File: src/rtl/serial_adder_ctrl.sv
// Bit-serial adder controller.
// A single full_adder is walked across the operands LSB first, one bit per
// clock, with a carry flop closing the loop between bits. A start/busy/done
// handshake accepts operands and returns a registered sum and final carry.
// The result registers change only when the last bit has been added (or on
// reset), so a consumer can read the previous result during a new operation.

// One-bit full adder shared by the serial datapath.
module full_adder (
    input  logic a,
    input  logic b,
    input  logic c_in,
    output logic sum,
    output logic carry_out
);

    assign sum       = a ^ b ^ c_in;
    assign carry_out = (a & b) | (a & c_in) | (b & c_in);

endmodule

module serial_adder_ctrl #(
    parameter int WIDTH = 8
) (
    input  logic             clk,
    input  logic             rst_n,
    input  logic             start,
    input  logic [WIDTH-1:0] a,
    input  logic [WIDTH-1:0] b,
    input  logic             c_in,
    output logic             busy,
    output logic             done,
    output logic [WIDTH-1:0] sum,
    output logic             carry_out
);

    // Bit counter is one bit wider than strictly needed so WIDTH itself fits.
    localparam int CNT_W = $clog2(WIDTH) + 1;
    localparam logic [CNT_W-1:0] CNT_LAST = CNT_W'(WIDTH - 1);
    localparam logic [CNT_W-1:0] CNT_ONE  = CNT_W'(1);
    localparam logic [CNT_W-1:0] CNT_ZERO = CNT_W'(0);

    typedef enum logic [1:0] {
        ST_IDLE = 2'b00,
        ST_RUN  = 2'b01,
        ST_DONE = 2'b10
    } state_t;

    state_t           state_r;
    state_t           next_state_s;

    logic [WIDTH-1:0] a_sh_r;
    logic [WIDTH-1:0] b_sh_r;
    logic [WIDTH-1:0] s_sh_r;
    logic [WIDTH-1:0] s_next_s;
    logic [WIDTH-1:0] sum_r;
    logic             c_r;
    logic             carry_out_r;
    logic             busy_r;
    logic             done_r;
    logic [CNT_W-1:0] cnt_r;

    logic             fa_sum_s;
    logic             fa_carry_s;
    logic             last_bit_s;
    logic             accept_s;
    logic             finish_s;

    // The only adder in the datapath: current LSBs plus the running carry.
    full_adder u_fa (
        .a         (a_sh_r[0]),
        .b         (b_sh_r[0]),
        .c_in      (c_r),
        .sum       (fa_sum_s),
        .carry_out (fa_carry_s)
    );

    assign busy      = busy_r;
    assign done      = done_r;
    assign sum       = sum_r;
    assign carry_out = carry_out_r;

    // Next-state logic; start is only honoured in IDLE, so it cannot disturb
    // an operation in flight.
    always_comb begin
        next_state_s = state_r;
        accept_s     = 1'b0;
        finish_s     = 1'b0;
        last_bit_s   = (cnt_r == CNT_LAST);
        case (state_r)
            ST_IDLE: begin
                if (start) begin
                    next_state_s = ST_RUN;
                    accept_s     = 1'b1;
                end else begin
                    next_state_s = ST_IDLE;
                end
            end
            ST_RUN: begin
                if (last_bit_s) begin
                    next_state_s = ST_DONE;
                    finish_s     = 1'b1;
                end else begin
                    next_state_s = ST_RUN;
                end
            end
            ST_DONE: begin
                next_state_s = ST_IDLE;
            end
            default: begin
                next_state_s = ST_IDLE;
            end
        endcase
    end

    // New sum bit enters at the MSB end; after WIDTH shifts the word is aligned.
    // Written as shift-then-overwrite so that WIDTH=1 needs no special case.
    always_comb begin
        s_next_s            = s_sh_r >> 1'b1;
        s_next_s[WIDTH-1]   = fa_sum_s;
    end

    // FSM state register.
    always_ff @(posedge clk) begin
        if (!rst_n) begin
            state_r <= ST_IDLE;
        end else begin
            state_r <= next_state_s;
        end
    end

    // Handshake flags registered from the next state so they line up with it.
    always_ff @(posedge clk) begin
        if (!rst_n) begin
            busy_r <= 1'b0;
            done_r <= 1'b0;
        end else begin
            busy_r <= (next_state_s != ST_IDLE);
            done_r <= (next_state_s == ST_DONE);
        end
    end

    // Serial datapath: operands are captured only on the accepting edge and
    // then consumed one bit per RUN edge.
    always_ff @(posedge clk) begin
        if (!rst_n) begin
            a_sh_r <= {WIDTH{1'b0}};
            b_sh_r <= {WIDTH{1'b0}};
            s_sh_r <= {WIDTH{1'b0}};
            c_r    <= 1'b0;
            cnt_r  <= CNT_ZERO;
        end else if (accept_s) begin
            a_sh_r <= a;
            b_sh_r <= b;
            c_r    <= c_in;
            cnt_r  <= CNT_ZERO;
        end else if (state_r == ST_RUN) begin
            a_sh_r <= a_sh_r >> 1'b1;
            b_sh_r <= b_sh_r >> 1'b1;
            s_sh_r <= s_next_s;
            c_r    <= fa_carry_s;
            cnt_r  <= cnt_r + CNT_ONE;
        end else begin
            a_sh_r <= a_sh_r;
            b_sh_r <= b_sh_r;
            s_sh_r <= s_sh_r;
            c_r    <= c_r;
            cnt_r  <= cnt_r;
        end
    end

    // Result registers: updated only when the final bit is added.
    always_ff @(posedge clk) begin
        if (!rst_n) begin
            sum_r       <= {WIDTH{1'b0}};
            carry_out_r <= 1'b0;
        end else if (finish_s) begin
            sum_r       <= s_next_s;
            carry_out_r <= fa_carry_s;
        end else begin
            sum_r       <= sum_r;
            carry_out_r <= carry_out_r;
        end
    end

endmodule
File: config.mk
export PLATFORM = sky130hd
export DESIGN_NAME = serial_adder_ctrl
export DESIGN_NICKNAME = d
export VERILOG_FILES = /design/src/rtl/serial_adder_ctrl.sv
export SDC_FILE = /design/constraint.sdc
export NUM_CORES = 1
export LEC_CHECK = 0
export CELL_PAD_IN_SITES_DETAIL_PLACEMENT = 1
export CELL_PAD_IN_SITES_GLOBAL_PLACEMENT = 1
export CORE_UTILIZATION = 40
export CTS_BUF_LIST = sky130_fd_sc_hd__clkbuf_8
export CTS_CLUSTER_SIZE = 16
export DETAILED_ROUTE_END_ITERATION = 8
export GPL_TIMING_DRIVEN = 0
export PLACE_DENSITY = 0.78
export SLEW_MARGIN = 40
export SYNTH_ARGS = -nofsm -noshare
export SYNTH_HDL_FRONTEND = slang
export SYNTH_SLANG_ARGS = --single-unit
File: constraint.sdc
create_clock -name clk -period 1.91 [get_ports clk]
set_clock_uncertainty 0.05 [all_clocks]
set_input_delay 0.382 -clock clk [delete_from_list [all_inputs] [get_ports clk]]
set_output_delay 0.382 -clock clk [all_outputs]
set_load 0.05 [all_outputs]
run_1/final_congestion.png
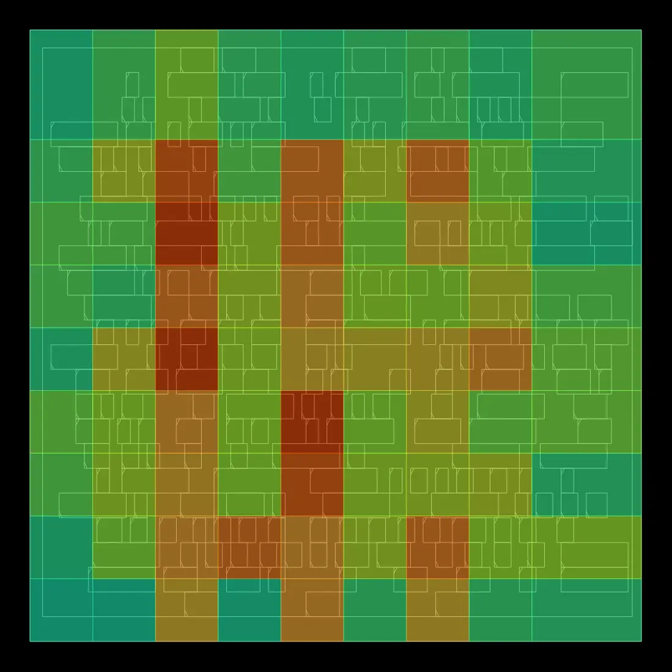
total routing resource utilization after global routing: 20.8%
global routing usage on met2: 35.9%

run_1/registers.png
(4 px per um)
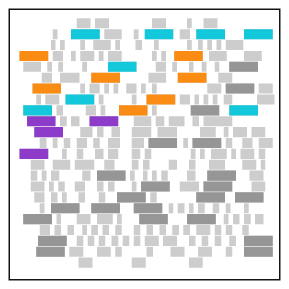
- s_sh_r: orange (flops 7)
- sum: cyan (flops 8)
- cnt_r: purple (flops 4; where west)
sequential logic power: 0.919 mW
share of cell area taken by flip-flops and latches: 38.0%
final cell utilization of the core: 53.3%
area taken by flip-flops and latches: 821 sq um

==> run notes, run 1 <==
Notes on the physical design

The portion of total power attributed to combinational logic is a little over an eighth. The cell type group with the largest total delay on the critical path is buffers and inverters. The flip-flop and latch count after synthesis is a little over 40.

The startpoint of the most critical setup path is sum[2]. The critical path maximum fanout is 2. The capture point of the critical path is sum[2]. The most instantiated library cell after synthesis is sky130_fd_sc_hd__nand2_1.

The number of endpoints with negative hold slack in the final report is 0. Counting instances in the post-synthesis netlist gives the leading cell types as 49 x sky130_fd_sc_hd__nand2_1, 41 x sky130_fd_sc_hd__dfxtp_1, 28 x sky130_fd_sc_hd__a21oi_1. After global routing the overflow that remains totals 0. The clock H-tree reported by CTS has 2 levels. According to the report, the first pass of detailed routing completed in 4 iterations. The endpoint arrival time on the critical path is about 1400 ps. The total number of nets in the final design is 257. Measured against its own limit, the worst slew margin works out to approximately two thirds.

The final setup TNS is 0 ps. The script extracted a net switching power of around 0.45 mW. Setup repair after global routing left no endpoint under its margin. The detailed router finished its first iteration with around 55 violations. The flip-flop cell with the highest count after synthesis is sky130_fd_sc_hd__dfxtp_1.

The fraction of power spent switching nets is roughly a quarter. The worst hold slack is ~380 ps. STA classifies the critical path endpoint as an output pin.

After layout, the worst path uses a little over nine tenths of the clock period. The sequential fraction of design power is around 54%. Among all stages on the critical path, the maximum delay recorded is about 800 ps. Entering global routing, the biggest net connects 14 pins. The launching point of the worst reg2reg path is state_r[0]. Dividing the detail-routed wire length by the instance count gives 15.0 um. The number of different library cells used by synthesis comes to 31. The number of setup violations in the final report is 0. In the placement report, post-DP HPWL is listed as about 3100 um.

The area of the core is approximately 4000 sq um. The total nets after synthesis is between 200 and 250. The report puts the cell count of the worst reg-to-reg path at 5. The report counts max-capacitance violations totalling 0.

The repair_antennas step left the layout with diodes totalling 0. The end point of the worst hold path is sum[3]. The number of warnings issued by yosys is 0.

The number of antenna violations at the first check in global routing is 0. Per the layout report, the design carries between 500 and 600 filler cells. Post-CTS repair ended up resizing 0 cells. From synthesis to final layout, the design area changed by 27.0%. The mapped netlist covers about 1700 sq um. Summing the sequential cell areas from Yosys gives between 40 and 50% of the chip area. For this run, the chip area from Yosys synthesis comes to 1700 sq um.

The gate count of the mapped netlist is roughly 200. The worst setup path is launched from a register. The transition time recorded at the tightest slew-check pin is roughly 510 ps. The most common cell after layout, fill and taps aside is sky130_fd_sc_hd__nand2_1. The cell internal power dissipation is ~1.2 mW. The chip occupies ~4500 sq um. The total power is around 1.7 mW.

The placer congestion estimate is between 0.7 and 0.8. The number of cells in the yosys synthesis report is 199. The core utilization before placement is between 40% and 50%. The run finished with clean final reports.
run_1/met3.png
(4 px per um) Cells faint in the background.
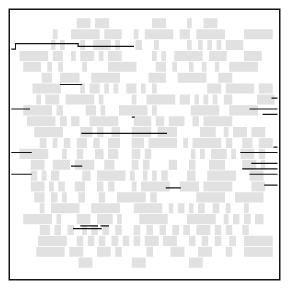
- share of all routed wire: 3.2%
- longest straight run: 21.2 um
- nets with wire on the layer: 17
- wire length on this layer: 137 um
met3 track demand over resource: 4.56%
wire length reported by the detailed router: 4290 um
via count of the routed design: 1486

run_1/clock_map.png
(6 px per um)
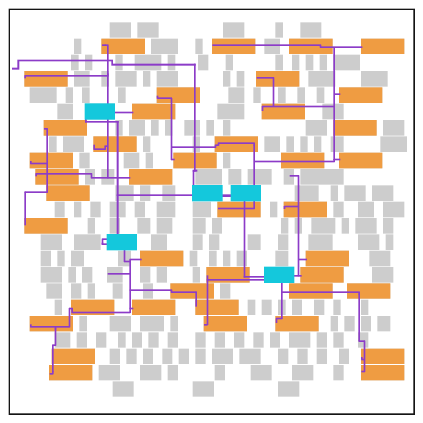
- cells driving clock nets: cyan (count 5)
- clock wires: purple (length 484 um)
- flip-flops: orange (count 41)
- flops lie: all over the die
Clk. pwr: 0.556 mW
share of total power in the clock network: 32.6%
later-pin clock latency in the skew report: 290 ps

==> run 1: logic make-up (layout without fill, tap and decap cells) <==
logic type	count (synthesis)	after routing	share of synthesized area (%)
AND/OR/NAND/NOR	74	74	19.7
AND-OR/OR-AND	54	54	18.4
flip-flops	41	41	48.2
buffers and inverters	17	54	5.51
multiplexers	9	9	5.29
adder cells (fa/ha/maj)	2	2	1.91
XOR/XNOR	2	2	1.03
==> run 1: registers in the layout, indices dropped and copies added, names as in the netlist <==
name       count
a_sh_r         8
sum            8
cnt_r          4
s_sh_r         7
done           1
busy           1
c_r            1
state_r        2
b_sh_r         8
carry_out      1
==> run 1: routing by layer <==
layer	track usage [%]	vias to the layer above	part of all wire [%]	routed length, um
met5	0	-	0	0
met4	7.18	0	1.2	51
met3	4.56	7	3.2	137
met2	35.9	23	49	2090
met1	25.4	716	47	2010
li1	-	740	-	-
==> run 1: per-stage QoR <==
step | area [sq um] | instances | worst slack (ps)
floorplan | 1700 | 199 | 560
global placement | 2060 | 278 | -55.6
detailed placement | 2060 | 278 | -119
CTS | 2140 | 286 | 11.1
global route | 2160 | 286 | 10.1
finish | 2160 | 286 | 63.0
==> run 1: final cells by class <==
cell class	count	share of cell area [%]
plain buffers	16	4.17
flip-flops and latches	41	38.0
inverters	1	0.174
clock buffers	5	3.18
well taps	50	2.89
multi-input cells	141	36.5
clock inverters	3	0.810
repair buffers	29	14.4
==> run 1: power by group through the flow <==
stage               Combinational (mW)  Clock [mW]  Sequential, mW
floorplan                        0.136           0           0.937
global placement                 0.217           0           0.936
detailed placement               0.226           0           0.939
CTS                              0.230       0.566           0.919
global route                     0.253       0.606           0.923
finish                           0.229       0.556           0.919
==> inputs of run 2 (changes only) <==
- CTS_CLUSTER_SIZE: 16 -> 40
run_2/registers.png
(4 px per um)
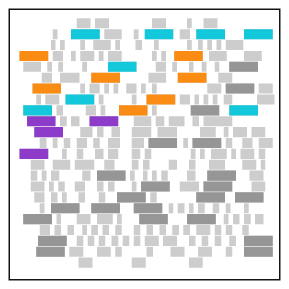
- cnt_r: purple (flops 4; where west)
- s_sh_r: orange (flops 7)
- sum: cyan (flops 8)
- not colored: 22

run_2/met3.png
(4 px per um) Cells faint in the background.
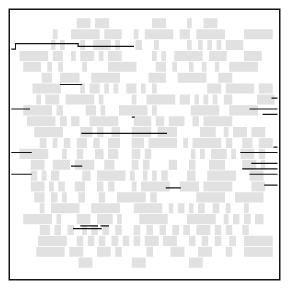
- share of all routed wire: 3.2%
- main direction: horizontal
- longest straight run: 21.2 um
- wire length on this layer: 137 um

==> run 2 against run 1 <==
  * Maximum frequency unchanged
  * Routed wire length is the same
  * Largest cell class unchanged
  * Global-route usage unchanged
  * Synthesized cell count unchanged
  * Utilization unchanged
  * Total power unchanged
  * Non-clock buffer count stayed put
==> run notes, run 2 <==
Notes on the physical design

The post-synthesis simple-gate area fraction is between 10% and 20%. Summing over every cut layer, the via total after detailed routing is between 1000 and 1500. The clock H-tree reported by CTS has 2 levels. Per the timing report, the biggest fanout along the worst path comes to 2. The met2 track demand over resource is 35.9%. The final cell count without fillers is approximately 290.

The total power is between 1.5 and 2 mW. The layout has roughly 500 filler cells. The cell total after placement is 278. The finished layout reports a core utilization of between 50% and 60%. Setup repair after global routing left no endpoint under its margin. Summed over all routing layers, the global router reports a total usage of approximately a fifth. The floorplan step records an initial core utilization of a little over two fifths.

The placer congestion estimate is slightly below 0.8. Measured against its own limit, the worst slew margin works out to approximately 66%. After synthesis, flip-flops and latches occupy 48.2% of the total area. The number of different library cells used by synthesis comes to 31. Counting the warning lines in the Yosys log gives 0. From synthesis to final layout, the design area changed by 27.0%. STA classifies the critical path endpoint as an output pin. The worst setup path is launched from a register. Global routing finished with a remaining overflow of 0. After detailed routing, no signal wire sits above met4. Counting every net in the synthesized netlist gives about 220. Yosys reports that the most numerous cell types are 49 x sky130_fd_sc_hd__nand2_1, 41 x sky130_fd_sc_hd__dfxtp_1, 28 x sky130_fd_sc_hd__a21oi_1. Looking at the cell usage after synthesis, the top flip-flop cell is sky130_fd_sc_hd__dfxtp_1. The flip-flop and latch count after synthesis is ~41.

The endpoint arrival time on the critical path is ~1400 ps. The flow ran to the end, and the final reports show no timing, DRC or antenna violations. The compound-gate portion of the synthesized area is a little under a fifth. The number of setup violations in the final report is 0. Clock latency on the worst-skew pair, taken at its later pin, is a little under 300 ps.

The most common cell after layout, fill and taps aside is sky130_fd_sc_hd__nand2_1. OpenROAD reports that the post-layout worst path occupies a little over nine tenths of the period. Of the total synthesized cell area, the portion taken by XOR and XNOR cells is 1.03%.

Once detailed placement completed, the half-perimeter wirelength came to approximately 3100 um. The number of DRC markers in iteration 0 is 55. The netlist area before placement is about 1700 sq um. Per the detail_route log, met3 wirelength is about 140 um. Synthesis produced 199 cells.

The final setup TNS is 0 ps. The number of endpoints with negative hold slack in the final report is 0. The cell type group with the largest total delay on the critical path is buffers and inverters. The tally of max-capacitance violations is 0.
run_2/metal_stack.png
(4 px per um)
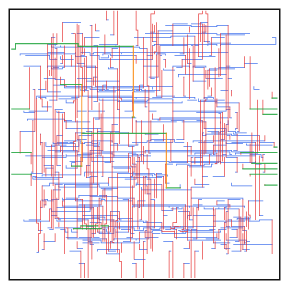
- met4: orange (wire length 51.7 um)
- met1: blue (wire length 2010 um)
- met2: red (wire length 2090 um)
- met3: green (wire length 137 um)
routed wirelength normalized by instance count: 15.0 um

-- run 2: cell counts after synthesis --
Identical to the previous run, type by type.
-- run 2: final timing paths --
path	from	cells past startpoint	to
min reg2reg	b_sh_r[7]	2	b_sh_r[6]
max reg2reg	state_r[0]	5	b_sh_r[5]
max	sum[2]	1	sum[2]
min	rst_n	3	sum[3]
-- run 2: cells by family after synthesis --
family,count (synthesis)
flip-flops,41
XOR/XNOR,2
AND/OR/NAND/NOR,74
multiplexers,9
adder cells (fa/ha/maj),2
buffers and inverters,17
AND-OR/OR-AND,54
-- run 2: power breakdown --
part           total [mW]  leakage [nW]  switching [mW]  internal (mW)
combinational       0.229         0.526           0.126          0.103
sequential          0.919         0.335          0.0246          0.895
clock               0.556        0.0439           0.304          0.252
-- run 2: cell type report --
| cell class | instances | area [sq um] | area share, % |
|---|---|---|---|
| Sequential cell | 41 | 821 | 38.0 |
| Multi-Input combinational cell | 141 | 788 | 36.5 |
| Timing Repair Buffer | 29 | 310 | 14.4 |
| Buffer | 16 | 90.1 | 4.17 |
| Clock buffer | 5 | 68.8 | 3.18 |
| Tap cell | 50 | 62.6 | 2.89 |
| Clock inverter | 3 | 17.5 | 0.810 |
| Inverter | 1 | 3.75 | 0.174 |
-- run 2: per-stage QoR --
step                cell area [sq um]  setup slack (ps)  hold WS (ps)
floorplan                        1700               560           381
global placement                 2060             -55.6           389
detailed placement               2060              -119           396
CTS                              2140              11.1           385
global route                     2160              10.1           404
finish                           2160              63.0           383
-- run 2: worst min-delay path: cells and delay by family --
| family | cells | cell delay, ps |
|---|---|---|
| muxes | 1 | 50 |
| and+or+nand+nor | 1 | 80 |
| buffers and inverters | 1 | 170 |
Power and IR drop assume default switching activity.
